**src/rtl/tick_monitor.sv**
```systemverilog
// Purpose: receive-side health monitor for periodic single-cycle enable strobes (lock / short / missing).
// Latency: every output is registered and reflects a TICK or a missing-tick deadline one CLOCK later.
// Backpressure: none; the block observes TICK only and can never stall its source.
//
// Ports:
//   CLOCK, RESET_N   rising-edge clock, asynchronous active-low reset
//   EN               monitor enable; low forces IDLE (status and PERIOD_OUT are held)
//   TICK             strobe under test; each high cycle is one tick
//   CLEAR            one-cycle pulse clearing FAULT, ERR_CODE and ERR_CNT
//   LOCKED           high while the tick cadence is verified
//   FAULT            sticky error flag
//   ERR_CODE         first error since the last clear: 00 none, 01 short, 10 missing
//   ERR_CNT          saturating error count
//   PERIOD_OUT       last measured period in cycles
//   PERIOD_VALID     one-cycle pulse when PERIOD_OUT updates
module tick_monitor #(
    parameter int PERIOD     = 75001,
    parameter int TOL        = 16,
    parameter int LOCK_COUNT = 4,
    localparam int W         = $clog2(PERIOD + TOL + 2)
) (
    input  logic         CLOCK,
    input  logic         RESET_N,
    input  logic         EN,
    input  logic         TICK,
    input  logic         CLEAR,
    output logic         LOCKED,
    output logic         FAULT,
    output logic [1:0]   ERR_CODE,
    output logic [7:0]   ERR_CNT,
    output logic [W-1:0] PERIOD_OUT,
    output logic         PERIOD_VALID
);

    localparam int GW = $clog2(LOCK_COUNT + 1);

    localparam logic [W-1:0]  LO_LIM   = W'(PERIOD - TOL);
    localparam logic [W-1:0]  HI_LIM   = W'(PERIOD + TOL);
    localparam logic [W-1:0]  CNT_MAX  = {W{1'b1}};
    localparam logic [GW-1:0] GOOD_MAX = GW'(LOCK_COUNT);

    localparam logic [1:0] CODE_NONE  = 2'b00;
    localparam logic [1:0] CODE_SHORT = 2'b01;
    localparam logic [1:0] CODE_MISS  = 2'b10;

    typedef enum logic [1:0] {
        ST_IDLE   = 2'd0,
        ST_ARM    = 2'd1,
        ST_TRACK  = 2'd2,
        ST_LOCKED = 2'd3
    } state_t;

    state_t        state;
    logic [W-1:0]  cnt;
    logic [GW-1:0] good;

    logic          measuring;
    logic          err_short;
    logic          err_miss;
    logic [W-1:0]  cnt_inc;
    logic [GW-1:0] good_inc;

    // ARM counts toward the missing deadline too, but only TRACK/LOCKED
    // have a reference tick and can therefore produce a period.
    always_comb begin
        measuring = 1'b0;
        err_short = 1'b0;
        err_miss  = 1'b0;
        if (EN && state != ST_IDLE) begin
            measuring = 1'b1;
            if (TICK) begin
                err_short = (state != ST_ARM) && (cnt < LO_LIM);
            end else begin
                err_miss  = (cnt == HI_LIM);
            end
        end
    end

    // The saturation is never reached in practice: the missing deadline fires first.
    assign cnt_inc  = (cnt == CNT_MAX) ? cnt : cnt + W'(1);
    assign good_inc = (good == GOOD_MAX) ? good : good + GW'(1);

    always_ff @(posedge CLOCK or negedge RESET_N) begin
        if (!RESET_N) begin
            state        <= ST_IDLE;
            cnt          <= '0;
            good         <= '0;
            LOCKED       <= 1'b0;
            PERIOD_OUT   <= '0;
            PERIOD_VALID <= 1'b0;
        end else begin
            PERIOD_VALID <= 1'b0;
            if (!EN) begin
                state  <= ST_IDLE;
                cnt    <= '0;
                good   <= '0;
                LOCKED <= 1'b0;
            end else begin
                case (state)
                    ST_IDLE: begin
                        state <= ST_ARM;
                        cnt   <= '0;
                    end
                    ST_ARM: begin
                        if (TICK) begin
                            // First tick is only a reference; no period yet.
                            cnt   <= W'(1);
                            state <= ST_TRACK;
                        end else if (err_miss) begin
                            cnt <= '0;
                        end else begin
                            cnt <= cnt_inc;
                        end
                    end
                    ST_TRACK, ST_LOCKED: begin
                        if (TICK) begin
                            PERIOD_OUT   <= cnt;
                            PERIOD_VALID <= 1'b1;
                            cnt          <= W'(1);
                            if (err_short) begin
                                good   <= '0;
                                LOCKED <= 1'b0;
                                state  <= ST_TRACK;
                            end else begin
                                good <= good_inc;
                                if (good_inc == GOOD_MAX) begin
                                    LOCKED <= 1'b1;
                                    state  <= ST_LOCKED;
                                end
                            end
                        end else if (err_miss) begin
                            cnt    <= '0;
                            good   <= '0;
                            LOCKED <= 1'b0;
                            state  <= ST_ARM;
                        end else begin
                            cnt <= cnt_inc;
                        end
                    end
                    default: begin
                        state  <= ST_IDLE;
                        cnt    <= '0;
                        good   <= '0;
                        LOCKED <= 1'b0;
                    end
                endcase
            end
        end
    end

    // Error status. CLEAR is applied first so that an error landing in the
    // same cycle survives the clear as the first recorded error.
    logic       err_any;
    logic [1:0] code_base;
    logic [7:0] errcnt_base;

    assign err_any     = measuring && (err_short || err_miss);
    assign code_base   = CLEAR ? CODE_NONE : ERR_CODE;
    assign errcnt_base = CLEAR ? 8'd0 : ERR_CNT;

    always_ff @(posedge CLOCK or negedge RESET_N) begin
        if (!RESET_N) begin
            FAULT    <= 1'b0;
            ERR_CODE <= CODE_NONE;
            ERR_CNT  <= 8'd0;
        end else begin
            if (err_any) begin
                FAULT    <= 1'b1;
                ERR_CODE <= (code_base != CODE_NONE) ? code_base
                          : (err_short ? CODE_SHORT : CODE_MISS);
                ERR_CNT  <= (errcnt_base == 8'hFF) ? errcnt_base : errcnt_base + 8'd1;
            end else begin
                FAULT    <= CLEAR ? 1'b0 : FAULT;
                ERR_CODE <= code_base;
                ERR_CNT  <= errcnt_base;
            end
        end
    end

endmodule

```
**config.mk**
```make
export PLATFORM = sky130hd
export DESIGN_NAME = tick_monitor
export DESIGN_NICKNAME = d
export VERILOG_FILES = /design/src/rtl/tick_monitor.sv
export SDC_FILE = /design/constraint.sdc
export NUM_CORES = 1
export LEC_CHECK = 0
export ABC_AREA = 1
export CORE_UTILIZATION = 50
export DETAILED_ROUTE_END_ITERATION = 6
export GPL_ROUTABILITY_DRIVEN = 1
export PLACE_DENSITY = 0.76
export SLEW_MARGIN = 30
export SYNTH_ARGS = -nofsm -noshare
export SYNTH_HDL_FRONTEND = slang
export SYNTH_SLANG_ARGS = --single-unit
```
**constraint.sdc**
```tcl
create_clock -name CLOCK -period 4.5 [get_ports CLOCK]
set_clock_uncertainty 0.1 [all_clocks]
set_input_delay 0.675 -clock CLOCK [delete_from_list [all_inputs] [get_ports CLOCK]]
set_output_delay 0.675 -clock CLOCK [all_outputs]
set_load 0.01 [all_outputs]
```
run_1/util_map.png
Drawn at 4 px/µm. The die is cut into 8 by 8 equal tiles; dark blue is low, red is high, 0 to 100% covered.
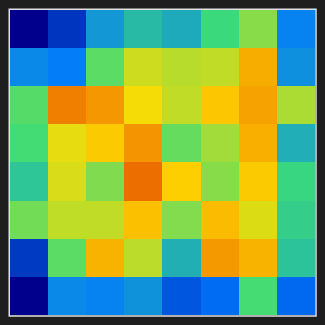
25% of the tiles are over 75% full. The fullest tile reaches 88%. The mean over all tiles is 55%. 3.1% of the tiles are nearly empty.

run_1/m1.png
Drawn at 8 px/µm. Supply wires on this layer in gray. Cells faint in the background.
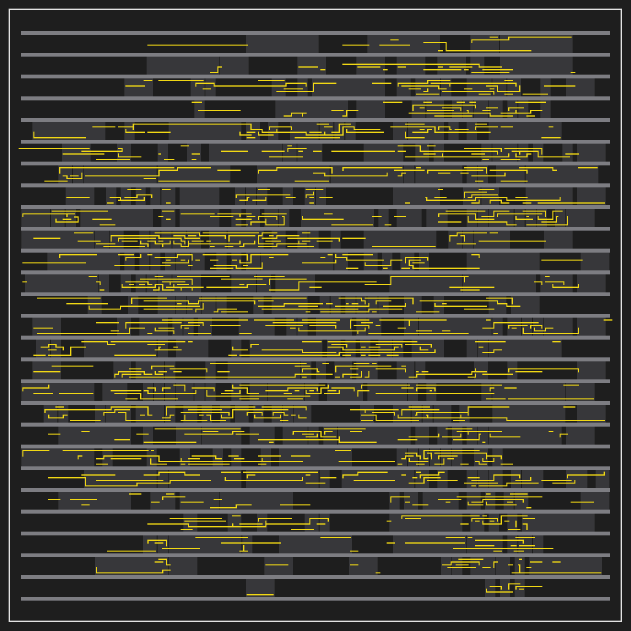
345 nets have wire on it. The layer carries 2650 µm of wire.

run_1/placed.png
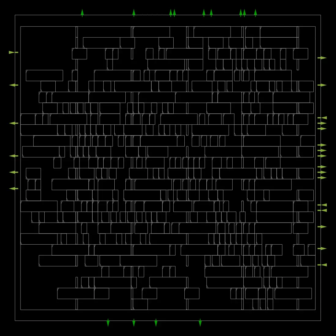
row cnt: 26
Placeable Area: 5200 µm²
sequential cells: 52
number of tap instances: 70
final standard cell count with taps included and fillers excluded: 445

==> results.toml, run 1 <==
# flow metrics
[power]
report.power.total_mw = 0.931
ir_worst_vdd_mv = 0.200
leakage_nw = 1.48
pg_clk_mw = 0.284

[status]
status = "finished, final reports clean"

[final_layout]
layout.cells.most_common = "sky130_fd_sc_hd__nand2_1"
design.final.nets = 386
area_share_clock_buf_inv_pct = 2.95
post_layout_inst_area_um2 = 3270

[logic_synthesis]
yosysCellCount = 337
synthAoiAreaFrac_pct = 8.88
largest_area_cell = "sky130_fd_sc_hd__dfrtp_1"
ys_ff = 52
synth-seq-area-share_pct = 47.1
synthesis.instances = 337

[sta]
min_cycle_time_layout_ns = 2.70
post-route-period-util_pct = 60.0
fin_setup_tns_ns = 0
rsz0062_at_grt = "no"
max_slew.worst_pin.slew_ns = 0.640
final.setup.worst_slack_ns = 1.80
maxClockFrequency_mhz = 370

[critical_path]
reg2reg_depth = 13
crit_path_max_fanout = 10
timing.critical_path.arrival_ns = 2.84
max_stage_delay_ns = 0.40
critical-path-slowest-cell = "sky130_fd_sc_hd__dfrtp_1"

[route]
wl_met1_um = 2650
drcViolationCount = 0
postRouteAntennaNets = 0

[clock_network]
cts-root-buf = "sky130_fd_sc_hd__clkbuf_8"

[global_routing]
grt_pass1_wl_um = 9470
use_met3_pct = 3.95
grt_start_max_net_pins = 53
grt_busiest_layer = "met2"

[job]
max_cap_viol_count = 0
[run 1: worst min path at each step]
stage,from,end,slack [ns],cells past startpoint
detailed placement,PERIOD_OUT[12],PERIOD_OUT[12],0.38,2
global route,RESET_N,PERIOD_VALID,0.43,2
finish,RESET_N,ERR_CNT[1],0.37,2
CTS,RESET_N,good[2],0.40,2
global placement,PERIOD_OUT[8],PERIOD_OUT[8],0.37,2
floorplan,RESET_N,ERR_CNT[0],0.28,0
[run 1: synth_stat cells, drive strengths merged]
cell type,number
nand3,20
buf,1
inv,48
a21oi,7
ha,6
nor4,2
o22ai,1
o21ai,36
o21bai,1
xor2,11
nor3,13
nand2,85
o2111ai,1
clkinv,2
nand3b,1
o21a,1
nand4,8
dfrtp,52
xnor2,2
nor2,36
clkbuf,3
run_1/port_trees.png
Drawn at 4 px/µm.
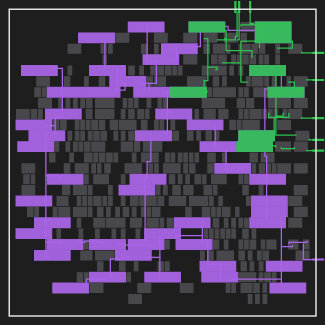

## Run 2: what changed since run 1
PLACE_DENSITY = 0.79   (was 0.76)
clock period = 2.25 ns   (was 4.5 ns; I/O delays follow)
run_2/port_trees.png
Drawn at 4 px/µm.
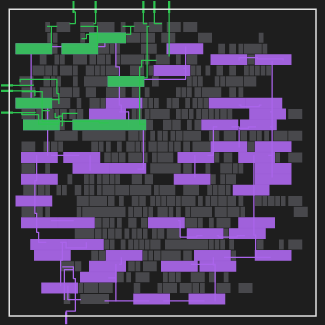
Purple is `RESET_N`, bits 1, direction input, edge bottom, end cells 52, buffers 3, wire 386 µm. Green is `ERR_CNT`, bits 8, direction output, edge 5 top, 3 left, end cells 8, buffers 8, wire 186 µm.
quantity of I/O buffers inserted on ports: 34
I/O Pins: 35

run_2/util_map.png
Drawn at 4 px/µm. The die is cut into 8 by 8 equal tiles; dark blue is low, red is high, 0 to 100% covered.
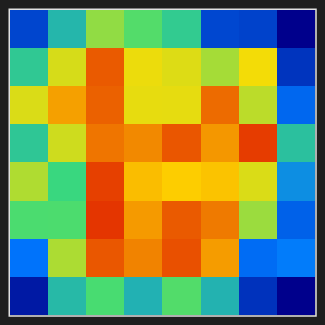
The densest ninth of the die: middle. The mean over all tiles is 58%. The fullest tile reaches 94%. 3.1% of the tiles are nearly empty. 33% of the tiles are over 75% full.
fin util: 66.3%
Initial Util: 53.1%

==> results.toml, run 2 <==
# flow metrics
[critical_path]
timing_worst_setup_path_type = "flop to flop"
startpoint_type = "flop"
critPathCapture = "cnt[5]"
critical_path_cell_count = 12
critical-path-top-delay-family = "simple AND/OR/NAND/NOR gates"
critical-path-slowest-cell = "sky130_fd_sc_hd__dfrtp_1"
critPathRequiredTime_ns = 2.35
crit_path_max_fanout = 5
timing.critical_path.arrival_ns = 2.20
worstReg2RegStart = "cnt[1]"
max_stage_delay_ns = 0.39
reg2reg_depth = 12

[floorplan]
die-width_um = 76.3
core_um2 = 5200
die_area_um2 = 5820
rows = 26

[sta]
timing.final.hold_violations = 0
max_slew.worst_pin.slew_ns = 0.580
rsz0062_at_grt = "no"
fin_setup_tns_ns = 0
maxClockFrequency_mhz = 475
post-route-period-util_pct = 93.5
min_cycle_time_layout_ns = 2.10
final.setup.worst_slack_ns = 0.146

[power]
p_per_area_nw_per_um2 = 630
power-top-group = "sequential cells"
leakage_nw = 1.55
power.share.switching_pct = 23.1
report.power.total_mw = 2.17
pg_clk_mw = 0.869
power.sequential.total_mw = 1.02
ir_worst_vdd_mv = 0.450
comb_power_share_pct = 13.2
internal-power_mw = 1.67
comb_power_mw = 0.288

[global_routing]
grt_antenna_before_repair = 0
grtUsageTotal_pct = 22.0
number_of_global_route_vias_before_repair = 2272
grt_pass1_wl_um = 10200
grt_start_max_net_pins = 35
grt_overflow = 0

[logic_synthesis]
post_synth_and_or_nand_nor_area_fraction_pct = 29.5
yosys.area_share.adder_pct = 2.72
top_cell = "sky130_fd_sc_hd__nand2_1"
synthAoiAreaFrac_pct = 8.88
largest_area_cell = "sky130_fd_sc_hd__dfrtp_1"
ys_async_sr_fraction_pct = 100
enable_flop_cells = 0
ys_ff = 52
yosys.area.top_type_share_pct = 47.1
synth-seq-area-share_pct = 47.1
synthesis.instances = 337
synth.cells.most_frequent = "sky130_fd_sc_hd__nand2_1, sky130_fd_sc_hd__dfrtp_1, sky130_fd_sc_hd__inv_1"
yosysCellCount = 337
post_synth_num_cell_types = 31
ys.flop_type = "sky130_fd_sc_hd__dfrtp_1"

[placement]
dp_hpwl_um = 4300
numPlacedInstances = 447
detailedPlace.worstSlack_ns = -0.0761

[clock_network]
cts-root-buf = "sky130_fd_sc_hd__clkbuf_8"
clock_latency_ns = 0.31
post_cts_buffers = 0
cts-buffers-inserted = 5
tritoncts = "built"

[min_path]
hp-start = "PERIOD_OUT[5]"
worst_hold_path.num_cells = 2
hold_class = "flop to flop"
worstHoldEndpoint = "PERIOD_OUT[5]"

[final_layout]
most-common-layout-cells = "sky130_fd_sc_hd__nand2_1, sky130_fd_sc_hd__dfrtp_1, sky130_fd_sc_hd__inv_1"
largest_registers = "PERIOD_OUT: 17 flops, cnt: 17 flops, ERR_CNT: 8 flops"
instances_no_fill = 456
post_layout_inst_area_um2 = 3450
layout.cells.most_common = "sky130_fd_sc_hd__nand2_1"
synthToLayoutAreaGrowth_pct = 25.0
design.final.nets = 396

[job]
max_cap_viol_count = 0
warning_count = 28

[status]
status = "finished, final reports clean"

[route]
detail_routed_via_count_per_cell = 5.21
detailedRoute.firstIterationViolations = 108
wl_cell_um = 12.9
postRouteAntennaNets = 0
drcViolationCount = 0
wl_met1_um = 2700
run_2/m1.png
Drawn at 8 px/µm. Supply wires on this layer in gray. Cells faint in the background.
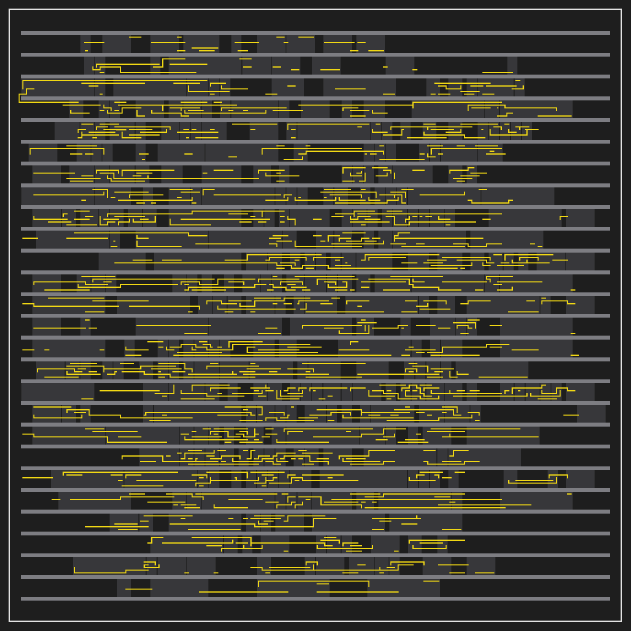
The longest straight run is 27.1 µm. The wires run mostly horizontal.
final wirelength: 5890 µm
met1 usage in global routing: 28.2%
total via count in the routed design: 2376

run 2: cell counts after synthesis:
No cell type changed its count.
run 2: what timing repair did:
item                                    4_1_cts  5_1_grt
hold endpoints to repair                     24        0
endpoints found under the setup margin        0       17
gates resized                                 0        8
hold buffers                                  1        0
run 2: layout make-up:
type	instances	area [µm²]
clock inverters	3	90.1
multi-input cells	231	1280
well taps	70	87.6
clock buffers	5	68.8
flip-flops and latches	52	1300
inverters	50	190
repair buffers	45	437
fillers	421	1750
run 2: metal layers:
layer | GRT usage, % | vias up
met5 | 0 | -
met4 | 10.0 | 0
met3 | 3.83 | 8
met2 | 36.3 | 54
met1 | 28.2 | 1135
li1 | - | 1179
No activity file was given, so power comes from the tool's default toggle rates.
